Figure 1. Clock wiring as the flow saved it.
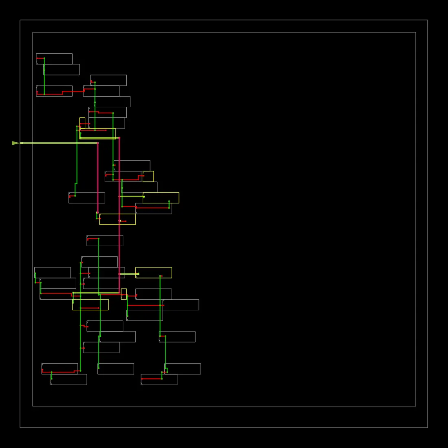
Figure 2. Placement by cell class.
(4 px per um)
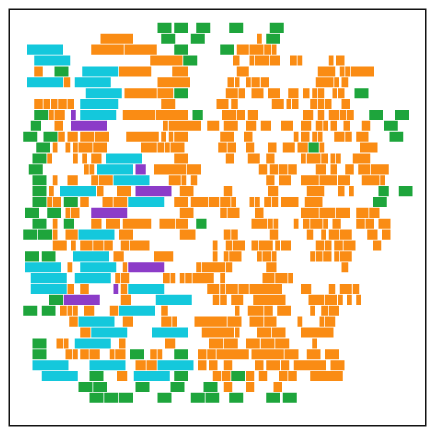
Figure 3. Cell sizes after repair.
(3 px per um)
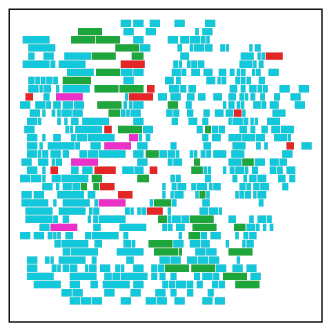
Figure 4. Signal wires on met3.
(4 px per um) Cells faint in the background.
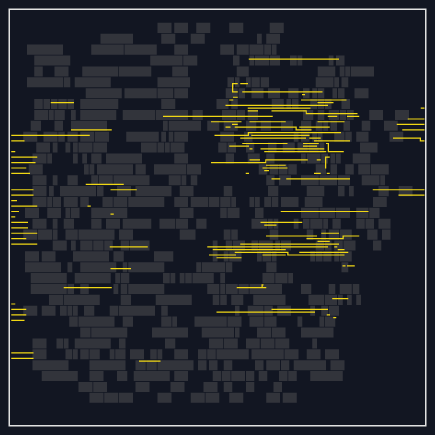
`src/rtl/interrupt_priority_scheduler.sv`:
```
// 8-level interrupt priority scheduler: IRR/ISR tracking with rotating circular priority,
// fully nested eligibility and a two-pulse INTA acknowledge handshake.
module interrupt_priority_scheduler (
  input  logic       clk,
  input  logic       reset_n,
  input  logic [7:0] interrupt_request,
  input  logic [7:0] interrupt_mask,
  input  logic       level_or_edge_triggered_config,
  input  logic [2:0] priority_rotate,
  input  logic       auto_eoi_config,
  input  logic [7:0] end_of_interrupt,
  input  logic       interrupt_acknowledge_n,
  output logic       interrupt_to_cpu,
  output logic [7:0] interrupt_request_register,
  output logic [7:0] in_service_register,
  output logic [7:0] highest_level_in_service,
  output logic [2:0] vector_level,
  output logic       vector_valid,
  output logic       spurious
);

  typedef enum logic [1:0] {IDLE, PEND, ACK1, ACK2} state_t;

  state_t     state, state_nxt;
  logic       prev_inta_n, inta_fall, inta_rise;
  logic [7:0] ir_prev, irr, isr, irr_nxt, isr_nxt;
  logic [7:0] edge_set, ack1_set, aeoi_clear;
  logic [3:0] isr_rank;
  logic [2:0] winner;
  logic       any_elig, ack1_entry, aeoi_fire, int_nxt;

  // Level holding priority slot k (0 = highest) for a given rotation.
  function automatic logic [2:0] level_at(input logic [2:0] rot, input int k);
    return rot + 3'd1 + 3'(k);
  endfunction

  assign inta_fall = prev_inta_n & ~interrupt_acknowledge_n;
  assign inta_rise = ~prev_inta_n & interrupt_acknowledge_n;

  // Scan from lowest to highest priority so the last hit is the highest one.
  always_comb begin
    isr_rank                 = 4'd8;
    highest_level_in_service = 8'h00;
    winner                   = 3'd0;
    any_elig                 = 1'b0;
    for (int k = 7; k >= 0; k--) begin
      if (isr[level_at(priority_rotate, k)]) begin
        isr_rank                 = 4'(k);
        highest_level_in_service = 8'd1 << level_at(priority_rotate, k);
      end
    end
    for (int k = 7; k >= 0; k--) begin
      if (irr[level_at(priority_rotate, k)] && !interrupt_mask[level_at(priority_rotate, k)]
          && (4'(k) < isr_rank)) begin
        winner   = level_at(priority_rotate, k);
        any_elig = 1'b1;
      end
    end
  end

  always_ff @(posedge clk or negedge reset_n) begin
    if (!reset_n) state <= IDLE;
    else          state <= state_nxt;
  end

  always_comb begin
    state_nxt = state;
    case (state)
      IDLE:    if (inta_fall) state_nxt = ACK1;
               else if (any_elig) state_nxt = PEND;
      PEND:    if (inta_fall) state_nxt = ACK1;
               else if (!any_elig && interrupt_acknowledge_n) state_nxt = IDLE;
      ACK1:    if (inta_fall) state_nxt = ACK2;
      ACK2:    if (inta_rise) state_nxt = IDLE;
      default: state_nxt = IDLE;
    endcase
  end

  always_comb begin
    ack1_entry   = ((state == IDLE) || (state == PEND)) && inta_fall;
    aeoi_fire    = (state == ACK2) && inta_rise && auto_eoi_config && !spurious;
    int_nxt      = (state_nxt == PEND);
    vector_valid = (state == ACK2) && !interrupt_acknowledge_n;
  end

  // An edge set and a same-cycle ACK1 set both override the clears.
  always_comb begin
    edge_set   = interrupt_request & ~ir_prev;
    ack1_set   = (ack1_entry && any_elig) ? (8'd1 << winner) : 8'h00;
    aeoi_clear = aeoi_fire ? (8'd1 << vector_level) : 8'h00;
    irr_nxt    = level_or_edge_triggered_config ? interrupt_request
                                                : ((irr & ~ack1_set) | edge_set);
    isr_nxt    = (isr & ~end_of_interrupt & ~aeoi_clear) | ack1_set;
  end

  always_ff @(posedge clk or negedge reset_n) begin
    if (!reset_n) begin
      prev_inta_n      <= 1'b1;
      ir_prev          <= 8'h00;
      irr              <= 8'h00;
      isr              <= 8'h00;
      interrupt_to_cpu <= 1'b0;
      vector_level     <= 3'd0;
      spurious         <= 1'b0;
    end else begin
      prev_inta_n      <= interrupt_acknowledge_n;
      ir_prev          <= interrupt_request;
      irr              <= irr_nxt;
      isr              <= isr_nxt;
      interrupt_to_cpu <= int_nxt;
      if (ack1_entry) begin
        vector_level <= any_elig ? winner : 3'd7;
        spurious     <= ~any_elig;
      end
    end
  end

  assign interrupt_request_register = irr;
  assign in_service_register        = isr;

endmodule

```
`config.mk`:
```
export PLATFORM = sky130hd
export DESIGN_NAME = interrupt_priority_scheduler
export DESIGN_NICKNAME = d
export VERILOG_FILES = /design/src/rtl/interrupt_priority_scheduler.sv
export SDC_FILE = /design/constraint.sdc
export NUM_CORES = 1
export LEC_CHECK = 0
export ABC_CLOCK_PERIOD_IN_PS = 11200
export CORE_MARGIN = 3
export CORE_UTILIZATION = 40
export CTS_BUF_LIST = sky130_fd_sc_hd__clkbuf_16
export CTS_CLUSTER_SIZE = 14
export DETAILED_ROUTE_END_ITERATION = 6
export MAX_ROUTING_LAYER = met4
export PLACE_DENSITY_LB_ADDON = 0.25
export SYNTH_ARGS = -nofsm -noshare
export SYNTH_HDL_FRONTEND = slang
export SYNTH_SLANG_ARGS = --single-unit
```
`constraint.sdc`:
```
create_clock -name clk -period 11.2 [get_ports clk]
set_input_delay 2.24 -clock clk [delete_from_list [all_inputs] [get_ports clk]]
set_output_delay 2.24 -clock clk [all_outputs]
set_load 0.02 [all_outputs]
```
==> job_summary.md <==
## Implementation flow summary

| Metric | Value |
|---|---|
| Status | `finished clean` |
| Sw Share | `44.5%` |
| Comb. cell area | `2800 um^2` |
| Seq/Total Area, Yosys | `21.0%` |
| Cell count in the Yosys report | `432` |
| Post-synthesis xor/xnor area fraction | `0.229%` |
| # nets final | `527` |
| NonClk Buf Share | `14.1%` |
| Latency at later pin | `280 ps` |
| Placed cell count | `605` |
| EDFF count, synth | `0` |
| Port buffer count | `61` |
| Avg Synthesized Cell Area | `8.85 um^2` |
| Worst Hold Class | `reg -> reg` |
| Top cell category | `multi-input combinational cells` |
| Worst IR Drop VDD | `116 uV` |
| Synth Flop Type | `dfrtp_1` |
| Ao+oa area frac | `26.5%` |
| Post-cts hold buffer count | `0` |
| H-Tree Depth | `2` |
| HPWL Detailed | `10000 um` |
| Filler cells | `911` |
| I/O pin count | `62` |
| Reg2Reg Depth | `9` |
| Register-to-register setup slack | `7470 ps` |
| Average routed wire per standard cell | `20.8 um` |
| Share of post-route cells with drive strength above 1 | `12.0%` |
| ClkCell Share | `3.01%` |
| CP Data Required Time | `8960 ps` |
| CP Data Arrival Time | `7340 ps` |
| Met3 Track Usage GR | `2.62%` |
| Worst Clk Skew | `5.96 ps` |
| Cell accounting for the most synthesized area | `dfrtp_1` |
| Logic power comb | `0.409 mW` |
| Cell family contributing the most delay on the critical path | `buffers and inverters` |
Back to the opening pictures, Figure 1:
total CTS buffers: 5
Sink Count: 32
CLK BUF: 5

Back to the opening pictures, Figure 2:
class	color	cells	share of their area
remaining logic cells	orange	377	64%
sequential cells	cyan	32	18%
remaining buffers and delay cells	green	67	15%
clock drivers and dummy loads	purple	8	3.1%
core area: 9280 um^2
final core occ: 50.1%
Seq area share: 17.2%

Back to the opening pictures, Figure 3:
size	color	cells	share	most used
x1 and smaller	cyan	426	88%	clkdlybuf4s50_1
x2	green	38	7.9%	mux4_2
x6 and larger	magenta	6	1.2%	clkbuf_16
x3 and x4	red	14	2.9%	buf_4

Back to the opening pictures, Figure 4:
wire length on this layer	872 um
nets with wire on the layer	88
via count: 3904
Routed WL: 12800 um

Power figures rest on the tool's default switching activity, not on a simulated workload.
